Design acl_spi_responder_flat, sky130hd; sources not shown.
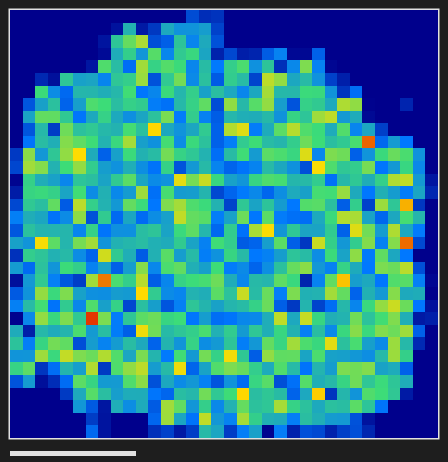
Figure 1: local utilization.
The bar under the picture is 100 µm long. The die is cut into 34 by 34 equal tiles; dark blue is low, red is high, 0 to 100% covered.
mean over tiles = 32%
emptiest ninth of the die = upper right
nearly empty tiles = 19%
fullest tile = 94%
tiles over 75% full = 0.90%
Floorplan Core Area: 0.111 mm²
final core occ: 34.7%

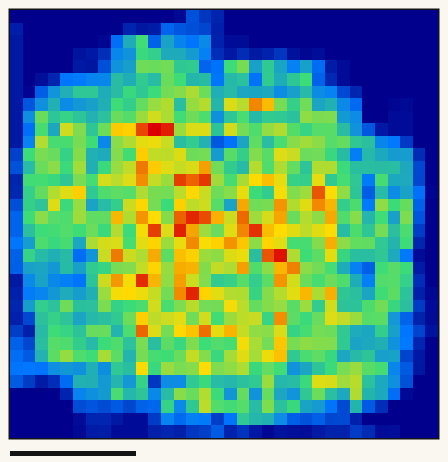
Figure 2: signal metal coverage by tile.
The bar under the picture is 100 µm long. The die is cut into 34 by 34 equal tiles; dark blue is low, red is high, scaled to the fullest tile. Values are wire area over tile area, all layers added.
nearly empty tiles = 16%
mean over tiles = 0.22
densest ninth of the die = centre
wire length per cell: 30.9 µm
total wire length: 159,000 µm

==> flow_summary.toml <==
# generated from flow reports
[place]
io_buffers = 36
pre_cts_ws_ns = 0.365
dpl_cell_area_mm2 = 0.0361
dp_cells = 5003
place.gp.congestion = 0.910
dpl.hpwl_um = 105000

[outcome]
outcome = "complete, no violations"

[worst_setup_path]
critical_path.top_delay_family = "multiplexers"
path_class = "register to register"
cp_max_fo = 21
ff2ff_path_depth = 10
crit_path_cell_trace = "clkinv_1, ha_4, buf_12, buf_12, mux4_2, mux4_2, nor3_1, a21oi_1, o2111ai_1, a21oi_1"
cp_num_buf_inv = 3
cp_data_arrival_time_ns = 3.98
cp-end-kind = "register"
ff2ff_setup_slack_ns = 0.34
crit_slowest_cell = "mux4_2"
worstPathRequired_ns = 4.33
start_kind = "register"
worst_path_largest_cell_delay_ns = 0.59
crit_cells = 10

[routing]
vias_per_cell = 6.03
wl_met1_um = 70600
first_pass_iters = 6
met3_length_um = 10400
ant_nets = 0
drtIter0Drc = 3274
drc = 0
vias = 31000
maxUsedRoutingLayer = "met5"

[global_routing]
use_met1_pct = 38.1
grt_pass1_vias = 29400
grt_start_max_net_pins = 159
track_usage_pct = 27.1
use_met2_pct = 41.8
antenna_found_initial = 5
use_met3_pct = 3.85
busiest_layer = "met2"
grt_pass1_wl_um = 229000
overflow = 0

[pwr]
p_seq_w = 0.00603
p_total_w = 0.0140
pwr-share-comb_pct = 4.3
power.internal_w = 0.0105
pg_comb_w = 0.000601
power_frac_seq_pct = 43.1
ir_drop_mv = 0.327
pwr.group.clock_w = 0.00737
p_leak_nw = 12.4
power_density_mw_per_mm2 = 363
p_sw_w = 0.00349
power.share.clock_pct = 52.6
switching_share_pct = 24.9
largestPowerGroup = "the clock network"

[die]
io_pins = 37
tap_cells = 1488
fp.dieH_um = 339
rows = 122
die_w_um = 339
fp_util_pct = 30.3
chipArea_mm2 = 0.115

[clock_tree]
clk-insertion-delay-late_ns = 0.66
cts.reportedPaths.clkPinSlew_ns = 0.06
cts_setup_buffers = 0
clock_sinks = 566
root_buffer = "clkbuf_16"
cts_tree = "done"
cts_resized = 0
numCtsBuffers = 74
clock_tree.buffer_depth = 3
h-tree-depth = 3

[synth]
xor_area_share_pct = 0.208
area_leaders = "dfxtp_1 (34%), mux4_2 (18%), mux2i_1 (8.5%), nor2_1 (6.2%), a211oi_1 (6.1%)"
syn-num-nets = 3715
synthAdderAreaFrac_pct = 0.149
ys.flops = 566
synthMuxAreaShare_pct = 26.8
yosys_area_mm2 = 0.0336
ys_seq_share_pct = 33.7
synthAoiAreaFrac_pct = 15.2
top_cells_by_count = "dfxtp_1 (566), nor2_1 (553), nand2_1 (512)"
synth_area_mm2 = 0.0336
ys_top_logic_family = "multiplexers"
ys_cells = 3691
ys_warn_count = 0
synthFlopType = "dfxtp_1"
top_area_cell = "dfxtp_1"
synth-simple-area-share_pct = 19.0
synth-edff-count = 0
synthArstFlopShare_pct = 0
synth_top_area_share_pct = 33.7
synth_cell_types = 68
synth_cells = 3691

[final_timing]
tightest_slew_ns = 1.21
final.setup.worst_slack_ns = 0.344
finalCritPeriodShare_pct = 90.9
rsz0062_at_grt = "no"
max-slew-margin-rel_pct = 19.4
skew_ns = 0.0285
setup_viol = 0
finalCriticalPeriod_ns = 3.45
slew_violations = 0
final.setup.tns_ns = 0
fmax_mhz = 290
finalHoldViolCount = 0
hold_slack_ns = 0.185

[final_layout]
layout_top_cells = "dfxtp_1 (557), nor2_1 (551), nand2_1 (512)"
comb_cells = 2717
ff_latch_area_mm2 = 0.0114
nets = 3615
flop-count = 566
drive_gt1_share_pct = 18.0
buf_share_pct = 5.38
diodes = 1
sh_comb_area_pct = 53.8
fin_cells = 5137
area_delta_synth_final_pct = 14.6
inv_count = 7
nNonClkBuffers = 225
layout_top_cell = "dfxtp_1"
clock_area_share_pct = 6.40
largest_reg_flops = 512
comb_area_mm2 = 0.0207
dominant_cells = "multi-input combinational cells"
seq-cell-share_pct = 29.5
fillers = 11200
finish.instance_area_mm2 = 0.0385
clkbuf_count = 106

[run]
log.warning_count = 37
cap_violations = 0

[worst_hold_path]
hold_depth = 2
Power is estimated from default activity; no workload was simulated.
